## src/rtl/strobe_bus_sync_if.sv

```systemverilog
// Bus-side signals of strobe_bus_sync: the asynchronous source bus and the
// coherent synchronized copy with its update strobe and busy flag.
interface strobe_bus_sync_if #(
    parameter int WIDTH = 4
);
    logic [WIDTH-1:0] bus_in;
    logic [WIDTH-1:0] synchronized_bus;
    logic             strobe_out;
    logic             busy;

    // The source drives bus_in and observes the result.
    modport master (
        output bus_in,
        input  synchronized_bus,
        input  strobe_out,
        input  busy
    );

    // The synchronizer samples bus_in and presents the coherent copy.
    modport slave (
        input  bus_in,
        output synchronized_bus,
        output strobe_out,
        output busy
    );
endinterface

```

## src/rtl/strobe_bus_sync.sv

```systemverilog
// Strobe-based bus synchronizer: a stable, changed bus value is held and a toggle
// request crosses a flop chain; its arrival loads the held value onto the output in one cycle.
module strobe_bus_sync #(
    parameter int WIDTH       = 4,
    parameter int SYNC_STAGES = 2
) (
    input  logic             clk,
    input  logic             rst,
    strobe_bus_sync_if.slave bus
);

    typedef enum logic {
        IDLE = 1'b0,
        BUSY = 1'b1
    } state_t;

    state_t                 state_q;
    state_t                 state_d;

    logic [WIDTH-1:0]       in_q;
    logic [WIDTH-1:0]       in_qq;
    logic [WIDTH-1:0]       hold_q;
    logic [WIDTH-1:0]       sync_bus_q;
    logic                   strobe_q;

    logic                   req;
    logic [SYNC_STAGES-1:0] req_sync;
    logic                   req_d;

    logic                   stable;
    logic                   launch;
    logic                   update;

    // Two equal consecutive samples mean the source has settled on a value.
    assign stable = (in_q == in_qq);
    assign update = (req_sync[SYNC_STAGES-1] != req_d);

    // NOTE: every flop, including the request chain, is cleared asynchronously so a
    // reset mid-transfer leaves no toggle in flight to fire a stale update afterwards.
    always_ff @(posedge clk or posedge rst) begin
        if (rst) begin
            in_q  <= '0;
            in_qq <= '0;
        end else begin
            // NOTE: non-blocking, so in_qq receives last cycle's in_q, not this edge's sample.
            in_q  <= bus.bus_in;
            in_qq <= in_q;
        end
    end

    always_ff @(posedge clk or posedge rst) begin
        if (rst) begin
            state_q <= IDLE;
        end else begin
            state_q <= state_d;
        end
    end

    // NOTE: defaults first, so every path assigns state_d and launch and no latch is inferred.
    always_comb begin
        state_d = state_q;
        launch  = 1'b0;
        case (state_q)
            IDLE: begin
                if (stable && (in_qq != hold_q)) begin
                    launch  = 1'b1;
                    state_d = BUSY;
                end
            end
            BUSY: begin
                if (update) begin
                    state_d = IDLE;
                end
            end
            default: begin
                state_d = IDLE;
            end
        endcase
    end

    // hold_q moves only at launch, so the output can only ever take a settled value.
    always_ff @(posedge clk or posedge rst) begin
        if (rst) begin
            hold_q <= '0;
            req    <= 1'b0;
        end else if (launch) begin
            hold_q <= in_qq;
            req    <= ~req;
        end
    end

    always_ff @(posedge clk or posedge rst) begin
        if (rst) begin
            req_sync <= '0;
            req_d    <= 1'b0;
        end else begin
            req_sync <= {req_sync[SYNC_STAGES-2:0], req};
            req_d    <= req_sync[SYNC_STAGES-1];
        end
    end

    always_ff @(posedge clk or posedge rst) begin
        if (rst) begin
            sync_bus_q <= '0;
            strobe_q   <= 1'b0;
        end else begin
            strobe_q <= update;
            if (update) begin
                sync_bus_q <= hold_q;
            end
        end
    end

    assign bus.synchronized_bus = sync_bus_q;
    assign bus.strobe_out       = strobe_q;
    assign bus.busy             = (state_q == BUSY);

    // The update edge both pulses the strobe and ends the transfer.
    a_strobe_not_busy : assert property (
        @(posedge clk) disable iff (rst) bus.strobe_out |-> !bus.busy
    );

    a_strobe_single : assert property (
        @(posedge clk) disable iff (rst) bus.strobe_out |=> !bus.strobe_out
    );

endmodule

```

## src/flat_wrapper.sv

```systemverilog
// flat-port wrapper written by rule: the top's interface ports become plain ports
module strobe_bus_sync_flat 
#(
    parameter int WIDTH       = 4,
    parameter int SYNC_STAGES = 2
)
  (clk, rst, bus_bus_in, bus_synchronized_bus, bus_strobe_out, bus_busy);
  strobe_bus_sync_if #(.WIDTH(WIDTH)) bus_i ();
  input  logic clk;
  input  logic rst;
  input wire logic [$bits(bus_i.bus_in)-1:0] bus_bus_in;
  output wire logic [$bits(bus_i.synchronized_bus)-1:0] bus_synchronized_bus;
  output wire logic [$bits(bus_i.strobe_out)-1:0] bus_strobe_out;
  output wire logic [$bits(bus_i.busy)-1:0] bus_busy;
  assign bus_i.bus_in = bus_bus_in;
  assign bus_synchronized_bus = bus_i.synchronized_bus;
  assign bus_strobe_out = bus_i.strobe_out;
  assign bus_busy = bus_i.busy;
  strobe_bus_sync #(.WIDTH(WIDTH), .SYNC_STAGES(SYNC_STAGES)) u_core (.clk(clk), .rst(rst), .bus(bus_i));
endmodule
```

## config.mk

```make
export PLATFORM = sky130hd
export DESIGN_NAME = strobe_bus_sync_flat
export DESIGN_NICKNAME = d
export VERILOG_FILES = /design/src/rtl/strobe_bus_sync_if.sv /design/src/rtl/strobe_bus_sync.sv /design/src/flat_wrapper.sv
export SDC_FILE = /design/constraint.sdc
export NUM_CORES = 1
export LEC_CHECK = 0
export CAP_MARGIN = 20
export CORE_MARGIN = 2
export CORE_UTILIZATION = 50
export DETAILED_ROUTE_END_ITERATION = 16
export GPL_ROUTABILITY_DRIVEN = 0
export PLACE_DENSITY = 0.77
export SETUP_SLACK_MARGIN = 0.15
export SKIP_LAST_GASP = 1
export SLEW_MARGIN = 0
export SYNTH_ARGS = -nofsm -noshare
export SYNTH_HDL_FRONTEND = slang
export SYNTH_SLANG_ARGS = --single-unit
```

## constraint.sdc

```tcl
create_clock -name clk -period 2.15 [get_ports clk]
set_input_delay 0.3225 -clock clk [delete_from_list [all_inputs] [get_ports clk]]
set_output_delay 0.3225 -clock clk [all_outputs]
set_load 0.005 [all_outputs]
```

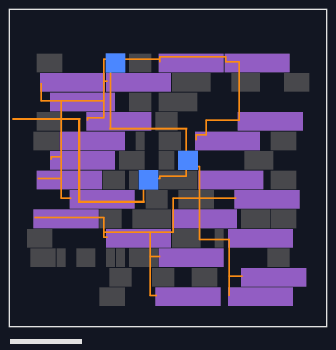
clock_wires.png
The bar under the picture is 10 um long.
clock wires: in orange, length 215 um. flip-flops: in purple, count 22. clock-net drivers: in blue, count 3.
There are 4 routed clock nets. Position of the flops: widely spread.
clock power share: 0.172
clk latency late pin: 0.30 ns

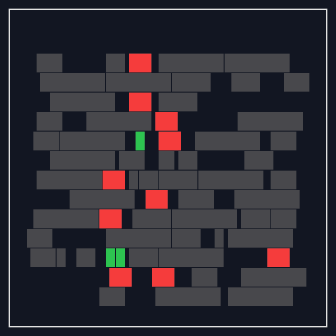
gates.png
xor and xnor cells: in red, cells 10, most used xor2_1. nand cells: in green, cells 3, most used nand2_1.
Comb area share: 0.243
most frequent logic cell in the layout: dfrtp_1
Post-Layout Cell Count: 81

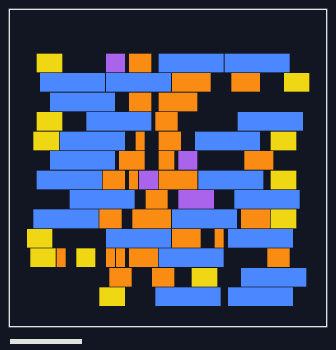
class_map.png
The bar under the picture is 10 um long.
remaining logic cells: in orange, cells 27, share of their area 26%. remaining buffers and delay cells: in yellow, cells 12, share of their area 12%. sequential cells: in blue, cells 22, share of their area 58%. clock drivers and dummy loads: in purple, cells 4, share of their area 3.8%.
core area: 1510 sq um
Seq/total area: 0.569
final core area utilization: 0.642
# rows: 14
Finished Cell Area: 967 sq um

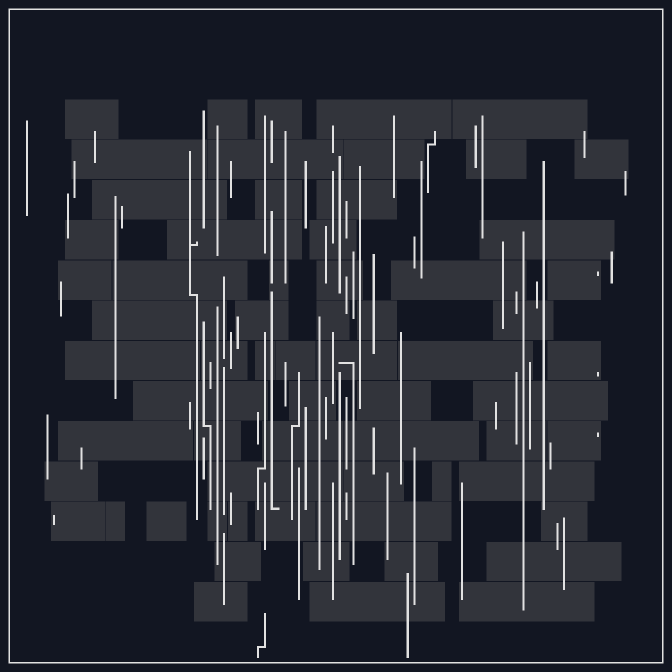
m2.png
The longest straight run is 25.5 um. The layer carries 517 um of wire.
routed vias: 410
Total Wirelength: 993 um

==> impl_metrics.yaml <==
# synthesis and place-and-route metrics
sta:
  timing.hold.ws_ns: 0.334
  fin_ws_ns: 0.470
  fin_skew_ns: 0.00266
layout:
  buffers: 12
  clkbuf_count: 4
  area_delta_synth_final_pct: 20.2
  drive_gt1_frac: 0.231
  logic_area_sq_um: 235
  fill_cells: 125
  clk_share: 0.0375
  final-nonclk-buf-share: 0.122
  flops: 22
  mostFrequentLayoutCells: "22 x dfrtp_1, 11 x clkdlybuf4s50_1, 6 x xor2_1"
  diodes: 0
synthesis:
  yosysMostFrequentCell: "dfrtp_1"
  ys_sh_simple: 0.0529
  compound_area_frac: 0
  ys_async_sr_fraction: 1.00
  synthTopLogicFamily: "multiplexers"
  synth_area_per_cell_sq_um: 16.1
  largest_area_cell: "dfrtp_1"
  ys_area_sq_um: 805
  postSynthSeqShare: 0.684
  numSynthFlops: 22
  top_cells_by_count: "22 x dfrtp_1, 6 x xor2_1, 4 x mux2_2, 4 x mux2_4, 4 x xnor2_1"
  adder_share: 0
  yosysUniqueCellTypes: 12
  ys_cells: 50
drt:
  viasPerCell: 5.06
  wl_met2_um: 517
  routed.top_layer: "met4"
  wl_per_cell_um: 12.3
  wl_met1_um: 410
  dr.pass1.iters: 2
worst_setup_path:
  r2r_start: "u_core.in_qq[3]"
  r2r-end: "u_core.hold_q[2]"
  worstSetupPathType: "reg2reg"
  cp.required_ns: 2.34
  cp_cell_sequence: "xnor2_1 -> nand2_1 -> or4_4 -> mux2_4"
  end_kind: "flop"
  ff2ff_setup_slack_ns: 0.47
  path_buffers: 0
  timing.critical_path.to: "u_core.hold_q[2]"
  critPathMaxFanout: 4
  crit_cells: 4
  ff2ff_path_depth: 4
  critPathArrivalTime_ns: 1.87
clock_tree:
  cts_buffer_depth: 2
  holdBufCountCts: 0
  cts_resized: 0
  cts_tree: "yes"
  clkTransAtPathRegs_ns: 0.11
  cts_sinks: 22
die:
  die-height_um: 44.1
  chipArea_sq_um: 1950
  nWellTaps: 16
  die_w_um: 44.1
power_and_ir_drop:
  p_leak_nw: 0.448
  p_per_area_nw_per_um2: 1300
  power_switching_mw: 0.325
  intPower_mw: 0.929
  finalPower_mw: 1.25
  top_power_group: "sequential cells"
  clk-power_mw: 0.216
  pwr-share-comb: 0.315
placement:
  pre_cts_slack_ns: 0.459
  place_inst: 77
  portBuffers: 11
  hpwl_um: 763
global_routing:
  grt_pass1_vias: 435
  grtUsageMet3: 0.0367
  overflow: 0
  grt_use_total: 0.134
  grt_max_degree: 23
  busiest_layer: "met2"
  antenna_found_initial: 0
flow_run:
  warnings: 26
status:
  status: "finished clean"
Power and IR drop assume default switching activity.
